[config.mk]
export PLATFORM = sky130hd
export DESIGN_NAME = fsm_sequencer
export DESIGN_NICKNAME = d
export VERILOG_FILES = /design/src/rtl/fsm_sequencer.sv
export SDC_FILE = /design/constraint.sdc
export NUM_CORES = 1
export LEC_CHECK = 0
export ABC_AREA = 1
export CORE_MARGIN = 2
export CORE_UTILIZATION = 38
export CTS_CLUSTER_DIAMETER = 50
export DETAILED_ROUTE_END_ITERATION = 16
export PLACE_DENSITY = 0.58
export SLEW_MARGIN = 15
export SYNTH_ARGS = -nofsm -noshare
export SYNTH_HDL_FRONTEND = slang
export SYNTH_SLANG_ARGS = --single-unit
[constraint.sdc]
create_clock -name clk -period 3.2 [get_ports clk]
set_input_delay 0.48 -clock clk [delete_from_list [all_inputs] [get_ports clk]]
set_output_delay 0.48 -clock clk [all_outputs]
set_load 0.05 [all_outputs]
[src/rtl/fsm_sequencer.sv]
// Walking-phase sequencer driven by the 4-bit FSM configuration word.
// Speed and mode are shadowed at start; enable is live and acts as abort.
module fsm_sequencer #(
  parameter int BASE_DIV = 4,
  parameter int CNT_W    = 8
) (
  input  logic             clk,
  input  logic             reset,
  input  logic [3:0]       fsm_config,
  input  logic             pause,
  output logic [3:0]       phase,
  output logic             step_pulse,
  output logic [CNT_W-1:0] wrap_count,
  output logic [2:0]       state,
  output logic             busy,
  output logic             done
);

  typedef enum logic [2:0] {
    S_IDLE  = 3'd0,
    S_ARM   = 3'd1,
    S_RUN   = 3'd2,
    S_PAUSE = 3'd3,
    S_DONE  = 3'd4
  } state_e;

  localparam int DIV_W = (BASE_DIV * 8 > 1) ? $clog2(BASE_DIV * 8) : 1;
  localparam logic [DIV_W-1:0] RELOAD0 = DIV_W'(BASE_DIV - 1);
  localparam logic [DIV_W-1:0] RELOAD1 = DIV_W'(BASE_DIV * 2 - 1);
  localparam logic [DIV_W-1:0] RELOAD2 = DIV_W'(BASE_DIV * 4 - 1);
  localparam logic [DIV_W-1:0] RELOAD3 = DIV_W'(BASE_DIV * 8 - 1);

  state_e             state_q, state_d;
  logic               en_q;
  logic               post_rst_q;
  logic               mode_q, mode_d;
  logic [1:0]         speed_q, speed_d;
  logic [DIV_W-1:0]   cnt_q, cnt_d;
  logic [3:0]         phase_q, phase_d;
  logic               step_q, step_d;
  logic [CNT_W-1:0]   wrap_q, wrap_d;
  logic               busy_q, done_q;
  logic [DIV_W-1:0]   reload;
  logic [CNT_W-1:0]   wrap_inc;
  logic               start;

  always_comb begin
    case (speed_q)
      2'd0:    reload = RELOAD0;
      2'd1:    reload = RELOAD1;
      2'd2:    reload = RELOAD2;
      default: reload = RELOAD3;
    endcase
  end

  assign wrap_inc = (wrap_q == {CNT_W{1'b1}}) ? wrap_q : wrap_q + 1'b1;
  // The cycle right after reset is blocked so an enable held through reset is not an edge.
  assign start    = fsm_config[0] & ~en_q & ~post_rst_q;

  always_ff @(posedge clk) begin
    if (reset) begin
      state_q    <= S_IDLE;
      en_q       <= 1'b0;
      post_rst_q <= 1'b1;
      mode_q     <= 1'b0;
      speed_q    <= 2'd0;
      cnt_q      <= '0;
      phase_q    <= 4'b0000;
      step_q     <= 1'b0;
      wrap_q     <= '0;
      busy_q     <= 1'b0;
      done_q     <= 1'b0;
    end else begin
      state_q    <= state_d;
      en_q       <= fsm_config[0];
      post_rst_q <= 1'b0;
      mode_q     <= mode_d;
      speed_q    <= speed_d;
      cnt_q      <= cnt_d;
      phase_q    <= phase_d;
      step_q     <= step_d;
      wrap_q     <= wrap_d;
      busy_q     <= (state_d == S_ARM) || (state_d == S_RUN) || (state_d == S_PAUSE);
      done_q     <= (state_d == S_DONE);
    end
  end

  always_comb begin
    state_d = state_q;
    mode_d  = mode_q;
    speed_d = speed_q;
    cnt_d   = cnt_q;
    phase_d = phase_q;
    step_d  = 1'b0;
    wrap_d  = wrap_q;
    case (state_q)
      S_IDLE: begin
        phase_d = 4'b0000;
        if (start) begin
          state_d = S_ARM;
          mode_d  = fsm_config[1];
          speed_d = fsm_config[3:2];
        end
      end
      S_ARM: begin
        cnt_d   = reload;
        phase_d = 4'b0001;
        wrap_d  = '0;
        state_d = S_RUN;
      end
      S_RUN: begin
        if (!fsm_config[0]) begin
          state_d = S_IDLE;
          phase_d = 4'b0000;
        end else if (pause) begin
          state_d = S_PAUSE;
        end else if (cnt_q == '0) begin
          cnt_d  = reload;
          step_d = 1'b1;
          if (phase_q[3]) begin
            wrap_d = wrap_inc;
            if (mode_q) begin
              phase_d = 4'b0001;
            end else begin
              phase_d = 4'b0000;
              state_d = S_DONE;
            end
          end else begin
            phase_d = {phase_q[2:0], phase_q[3]};
          end
        end else begin
          cnt_d = cnt_q - 1'b1;
        end
      end
      S_PAUSE: begin
        if (!fsm_config[0]) begin
          state_d = S_IDLE;
          phase_d = 4'b0000;
        end else if (!pause) begin
          state_d = S_RUN;
        end
      end
      S_DONE: begin
        phase_d = 4'b0000;
        if (!fsm_config[0]) state_d = S_IDLE;
      end
      default: begin
        state_d = S_IDLE;
        phase_d = 4'b0000;
      end
    endcase
  end

  assign phase      = phase_q;
  assign step_pulse = step_q;
  assign wrap_count = wrap_q;
  assign state      = state_q;
  assign busy       = busy_q;
  assign done       = done_q;

endmodule

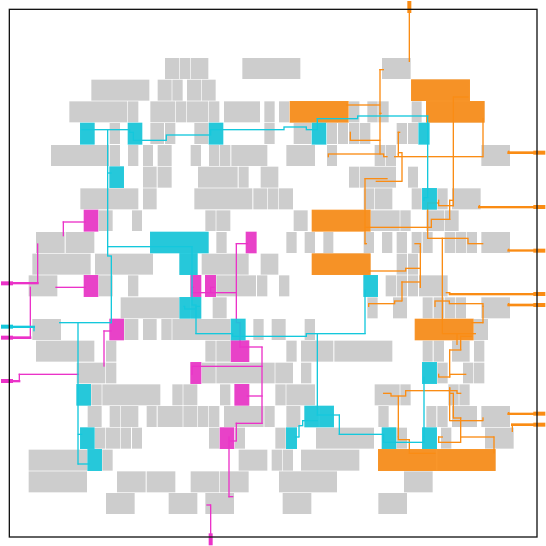
Run 1: wires at chosen ports, followed through buffers
(8 px per micron)
- orange: wrap_count (bits 8; direction output; edge 7 east, 1 north; end cells 8; buffers 8; wire 263 microns)
- magenta: fsm_config (bits 4; direction input; edge 3 west, 1 south; end cells 10; buffers 4; wire 103 microns)
- cyan: reset (bits 1; direction input; edge west; end cells 22; buffers 1; wire 205 microns)
io pins: 25
IO Port Bufs: 24

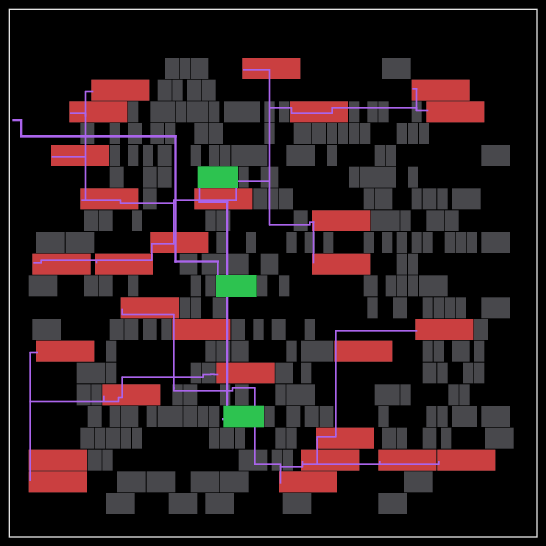
Run 1: clock distribution
(8 px per micron)
- red: flip-flops (count 28)
- green: cells driving clock nets (count 3)
- purple: clock wires (length 353 microns)
- flops lie: spread over the die
- routed clock nets: 4

==> impl_metrics.csv, run 1 <==
group,metric,value,unit
worst_setup_path,crit_slowest_cell,"clkdlybuf4s50_1",
pwr,power_frac_comb,15.1,%
worst_hold_path,min_from,"cnt_q[0]",
clock_tree,clock_latency,0.27,ns
run_status,status,"completed",
global_route,grt.overflow.total,0,
clock_tree,cts_root_buf,"clkbuf_8",
timing,post-route-period-util,66.4,%
worst_hold_path,hold_class,"flip-flop to flip-flop",
global_route,grt.total_usage,15.9,%
synthesis,synth_cells,217,
synthesis,ys_async_sr_fraction,0,%
worst_setup_path,worst-path-buf-inv,1,
pwr,p_per_area,369,nW/um^2
timing,period_needed,2.12,ns
worst_setup_path,r2r_cells,11,
finish,syn_to_final_growth,23.0,%
worst_setup_path,worstPathCellList,"clkdlybuf4s50_1",
timing,hold_viol,0,
timing,setup_viol,0,
pwr,leakagePower,0.716,nW
drt,avgViaCountPerCell,4.76,
synthesis,ys_warn_count,0,
synthesis,yosys-stat-cells,217,
clock_tree,numCtsBuffers,3,
floorplan,die_x,65.8,microns
finish,nets,254,
pwr,p_int,0.478,mW
worst_setup_path,end_kind,"output port",
global_route,grt_pass1_vias,1245,
drt,first_iter_violations,45,
drt,wire_per_inst,10.9,microns
pwr,p_total,0.658,mW
finish,antenna_cells,0,
floorplan,initCoreUtil,39.6,%
timing,timing.fmax,471,MHz
synthesis,ys_seq_share,38.7,%
worst_setup_path,r2r-start,"cnt_q[0]",
worst_hold_path,hold_depth,2,
timing,rsz0062_at_grt,"no",
synthesis,synth_area,1450,sq um
floorplan,die_h,65.8,microns
finish,drive_above_1_share,6.61,%
pwr,p_sw_share,27.4,%
worst_setup_path,worst_path_largest_cell_delay,0.87,ns
worst_setup_path,r2r-end,"wrap_count[1]",
synthesis,synth-edff-count,0,
clock_tree,cts_setup_buffers,0,
worst_setup_path,r2r_slack,1.51,ns
global_route,grt_pass1_wl,5470,microns
worst_setup_path,crit_required,2.72,ns
synthesis,syn_avg_cell_area,6.68,sq um
clock_tree,h-tree-depth,1,
timing,finalSetupTns,0,ns
placed_design,globalplace.congestion,0.862,
worst_setup_path,worst_path_dominant_cell_family,"buffers and inverters",
worst_setup_path,critical_path_class,"flip-flop to output port",
worst_hold_path,whs_endpoint,"cnt_q[0]",
global_route,grt_max_degree,23,
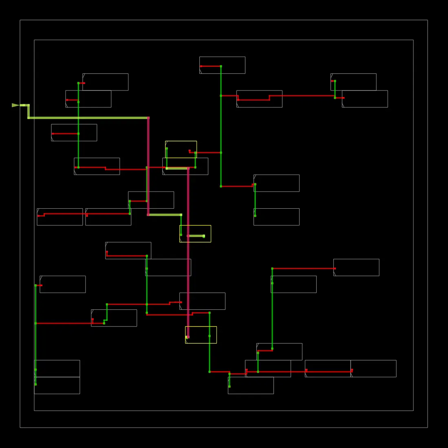
Run 1: the clock network
CTS sink cnt: 28
Seq cells: 28
Clock group: 0.191 mW
Final Skew: 0.00216 ns
CLK BUF: 3

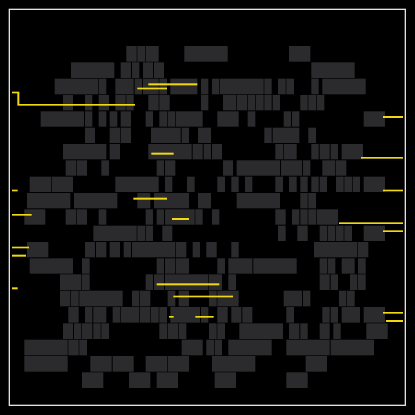
Run 1: signal wires on met3
(6 px per micron) Cells faint in the background.
- longest straight run: 19.3 microns
- wire length on this layer: 110 microns
- main direction: horizontal
total wire length: 3170 microns
via count: 1379
met3 Track Usage GR: 2.21%

==> run 1: per-layer routing <==
metal	wire length (microns)	vias up	global-route usage, %
li1	-	745	-
met1	1550	602	21.0
met2	1470	27	26.6
met3	109	5	2.21
met4	42	0	5.47
met5	0	-	0
==> run 1: layout by cell type, fill, tap and decap left out, drive strengths merged <==
cell type	n
nor3	4
and3	1
inv	31
nor2	29
clkinv	1
or2	1
o21ai	13
clkbuf	3
nand3	18
xnor2	1
clkdlybuf4s50	24
ha	3
a21oi	21
nand3b	1
xor2	2
nor4	1
dfxtp	28
nand4	5
nand2	55
==> run 1: synthesized netlist by cell type (3+ instances only) <==
cell type	count	area share, %
nor2_1	27	7.0
inv_2	3	0.78
dfxtp_1	28	39
nand4_1	5	2.2
ha_1	3	2.6
nand3_1	15	5.2
nand3_2	3	2.1
nor3_1	4	1.4
nand2_1	53	14
a21oi_1	19	6.6
o21ai_0	9	3.1
inv_1	28	7.2
o21ai_1	4	1.4
==> run 1: per-stage QoR <==
step	util (%)	std cells	worst slack, ns	hold slack [ns]	area [sq um]
final	48.7	290	1.08	0.467	1780
after global routing	48.7	290	1.02	0.503	1780
after CTS	48.7	290	1.08	0.472	1780
after detailed placement	47.6	287	1.06	0.458	1740
after global placement	47.6	287	1.08	0.451	1740
after floorplan	-	217	1.51	0.437	1450
==> run 1: power by group through the flow <==
stage	registers, mW	logic, mW	clock network (mW)
floorplan	0.388	0.0550	0
CTS	0.367	0.101	0.198
detailed placement	0.375	0.100	0
global placement	0.375	0.100	0
finish	0.367	0.0995	0.191
global route	0.369	0.110	0.212
==> run 1: state kept, by name, summed over array words and instances (netlist names), 2 cells and up <==
register    cells
wrap_count      8
cnt_q           5
phase           4
state           3
speed_q         2
==> run 1: logic make-up (layout without fill, tap and decap cells) <==
logic type,count (synthesis),in the layout,synth area share (%)
and+or+nand+nor,115,115,35.4
buffers and inverters,34,59,8.80
DFF,28,28,38.7
xor gates and xnor gates,3,3,1.81
AOI/OAI and AO/OA,34,34,12.8
adders and majority gates,3,3,2.59
==> run 1: worst max path at each step <==
stage,from,end
2_1_floorplan,state[1],cnt_q[3]
3_5_place_dp,reset,mode_q
4_1_cts,state[1],state[1]
3_3_place_gp,reset,speed_q[1]
5_1_grt,state[1],state[1]
6_report,state[1],state[1]
==> run 1: layout make-up <==
cell class	instances	area, sq um	area share, %
Sequential cell	28	561	31.4
Tap cell	48	60.1	3.37
Inverter	32	120	6.73
Multi-Input combinational cell	155	762	42.7
Clock buffer	3	41.3	2.31
Timing Repair Buffer	24	240	13.5
==> run 2, diff against run 1 <==
- clock period: 3.2 -> 2.2 ns (I/O delays scaled with it)
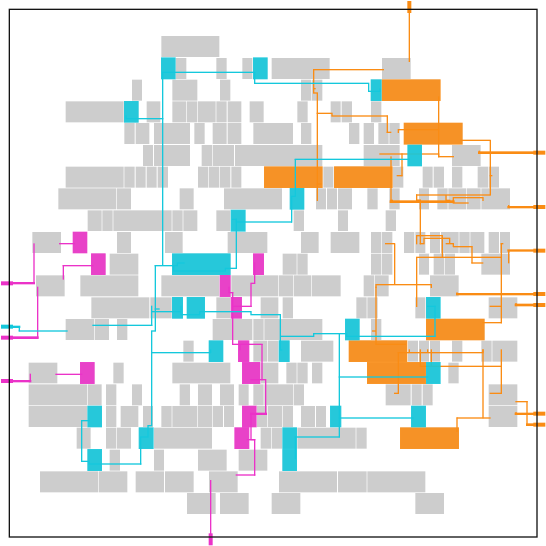
Run 2: wires at chosen ports, followed through buffers
(8 px per micron)
- orange: wrap_count (bits 8; direction output; edge 7 east, 1 north; end cells 8; buffers 8; wire 279 microns)
- magenta: fsm_config (bits 4; direction input; edge 3 west, 1 south; end cells 10; buffers 4; wire 80.6 microns)
- cyan: reset (bits 1; direction input; edge west; end cells 22; buffers 2; wire 262 microns)

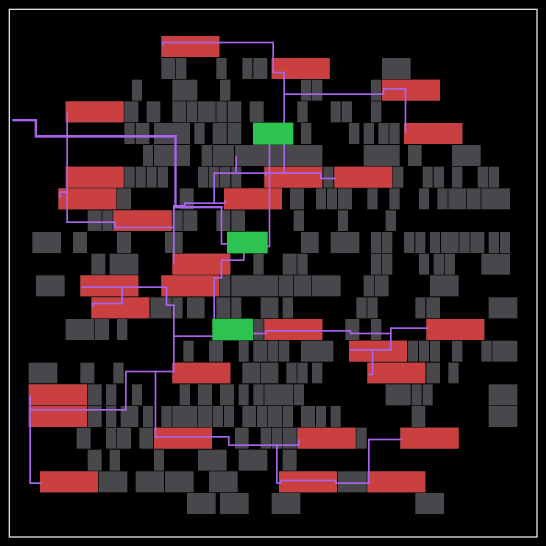
Run 2: clock distribution
(8 px per micron)
- purple: clock wires (length 356 microns)
- green: cells driving clock nets (count 3)
- red: flip-flops (count 28)
- flops lie: spread over the die
Clk Latency, worst-skew pair: 0.28 ns
Clock Power Share: 37.5%

==> run 2 against run 1 <==
Design area grew 2.1%. Synthesized area unchanged. Die size unchanged. Sequential cell count did not move. Clock power up 110%. First-iteration DRC count rose by 22%. Final cell count rose by 0.69%. Utilization rose by 1.0 points.
==> impl_metrics.csv, run 2 <==
group,metric,value,unit
placed_design,io_buffers,24,
drt,avgViaCountPerCell,4.84,
drt,first_iter_violations,55,
synthesis,ys_async_sr_fraction,0,%
finish,final_core_util,49.8,%
timing,hold_viol,0,
worst_setup_path,r2r-end,"wrap_count[1]",
finish,antenna_cells,0,
global_route,grt.busiest_layer,"met2",
timing,timing.fmax,510,MHz
synthesis,synthTopCellsByCount,"nand2_1, dfxtp_1, inv_1, nor2_1, a21oi_1",
timing,setup_viol,0,
worst_setup_path,worst_path_dominant_cell_family,"buffers and inverters",
finish,stdcell_count,292,
worst_setup_path,crit_end,"state[1]",
worst_setup_path,crit_slowest_cell,"clkdlybuf4s50_1",
timing,timing.final.ws_setup,0.238,ns
finish,drive_above_1_share,7.38,%
floorplan,initCoreUtil,39.6,%
synthesis,ys_warn_count,0,
synthesis,yosys-stat-cells,217,
finish,postLayoutCellArea,1820,sq um
timing,period_needed,1.96,ns
synthesis,ys_seq_share,38.7,%
placed_design,dpl.cell_count,288,
global_route,use_met1,21.6,%
floorplan,die_h,65.8,microns
placed_design,placed_area,1750,sq um
pwr,p_total,1.09,mW
drt,wire_per_inst,10.9,microns
worst_setup_path,critical_path_class,"flip-flop to output port",
timing,rsz0062_at_grt,"no",
finish,largest_reg_flops,8,
global_route,use_met2,26.9,%
placed_design,globalplace.congestion,0.907,
run_status,status,"completed",
worst_setup_path,r2r_cells,11,
finish,layout_top_cell,"nand2_1",
timing,hold_ws,0.466,ns
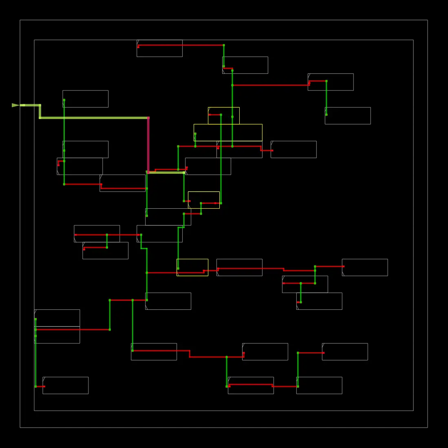
Run 2: the clock network
Clock group: 0.408 mW
cts bufs inserted: 3
Final Skew: 0.0114 ns

==> run 2: cell counts after synthesis <==
Identical to the previous run, type by type.
==> run 2: area by class of cell <==
class / instances / area [sq um]
Multi-Input combinational cell: 155 / 762
Clock inverter: 1 / 30.0
Tap cell: 48 / 60.1
Sequential cell: 28 / 561
Fill cell: 359 / 1840
Inverter: 32 / 120
Timing Repair Buffer: 25 / 248
Clock buffer: 3 / 41.3
==> run 2: how the worst min path moves through the flow <==
stage          slack, ns          to     start
4_1_cts             0.48    cnt_q[0]  cnt_q[0]
2_1_floorplan       0.36  post_rst_q     reset
3_5_place_dp        0.46    cnt_q[0]  cnt_q[0]
6_report            0.47    cnt_q[0]  cnt_q[0]
3_3_place_gp        0.45    cnt_q[0]  cnt_q[0]
5_1_grt             0.50    cnt_q[0]  cnt_q[0]
==> run 2: where the power goes <==
group | switching, mW | leakage [nW] | internal (mW) | total, mW
Combinational | 0.0966 | 0.472 | 0.0502 | 0.147
Sequential | 0.0107 | 0.228 | 0.522 | 0.533
Clock | 0.164 | 0.0357 | 0.244 | 0.408
==> run 2: cells by family after synthesis <==
kind of cell | count (synthesis) | share of synthesized area (%)
compound gates | 34 | 12.8
buf+inv | 34 | 8.80
fa+ha+maj | 3 | 2.59
xor+xnor | 3 | 1.81
simple gates | 115 | 35.4
flops | 28 | 38.7
==> run 2: layer usage <==
metal | share of wire, % | up-vias
li1 | - | 744
met1 | 50 | 632
met2 | 46 | 34
met3 | 3.8 | 2
met4 | 0.25 | 0
met5 | 0 | -
Power figures rest on the tool's default switching activity, not on a simulated workload.
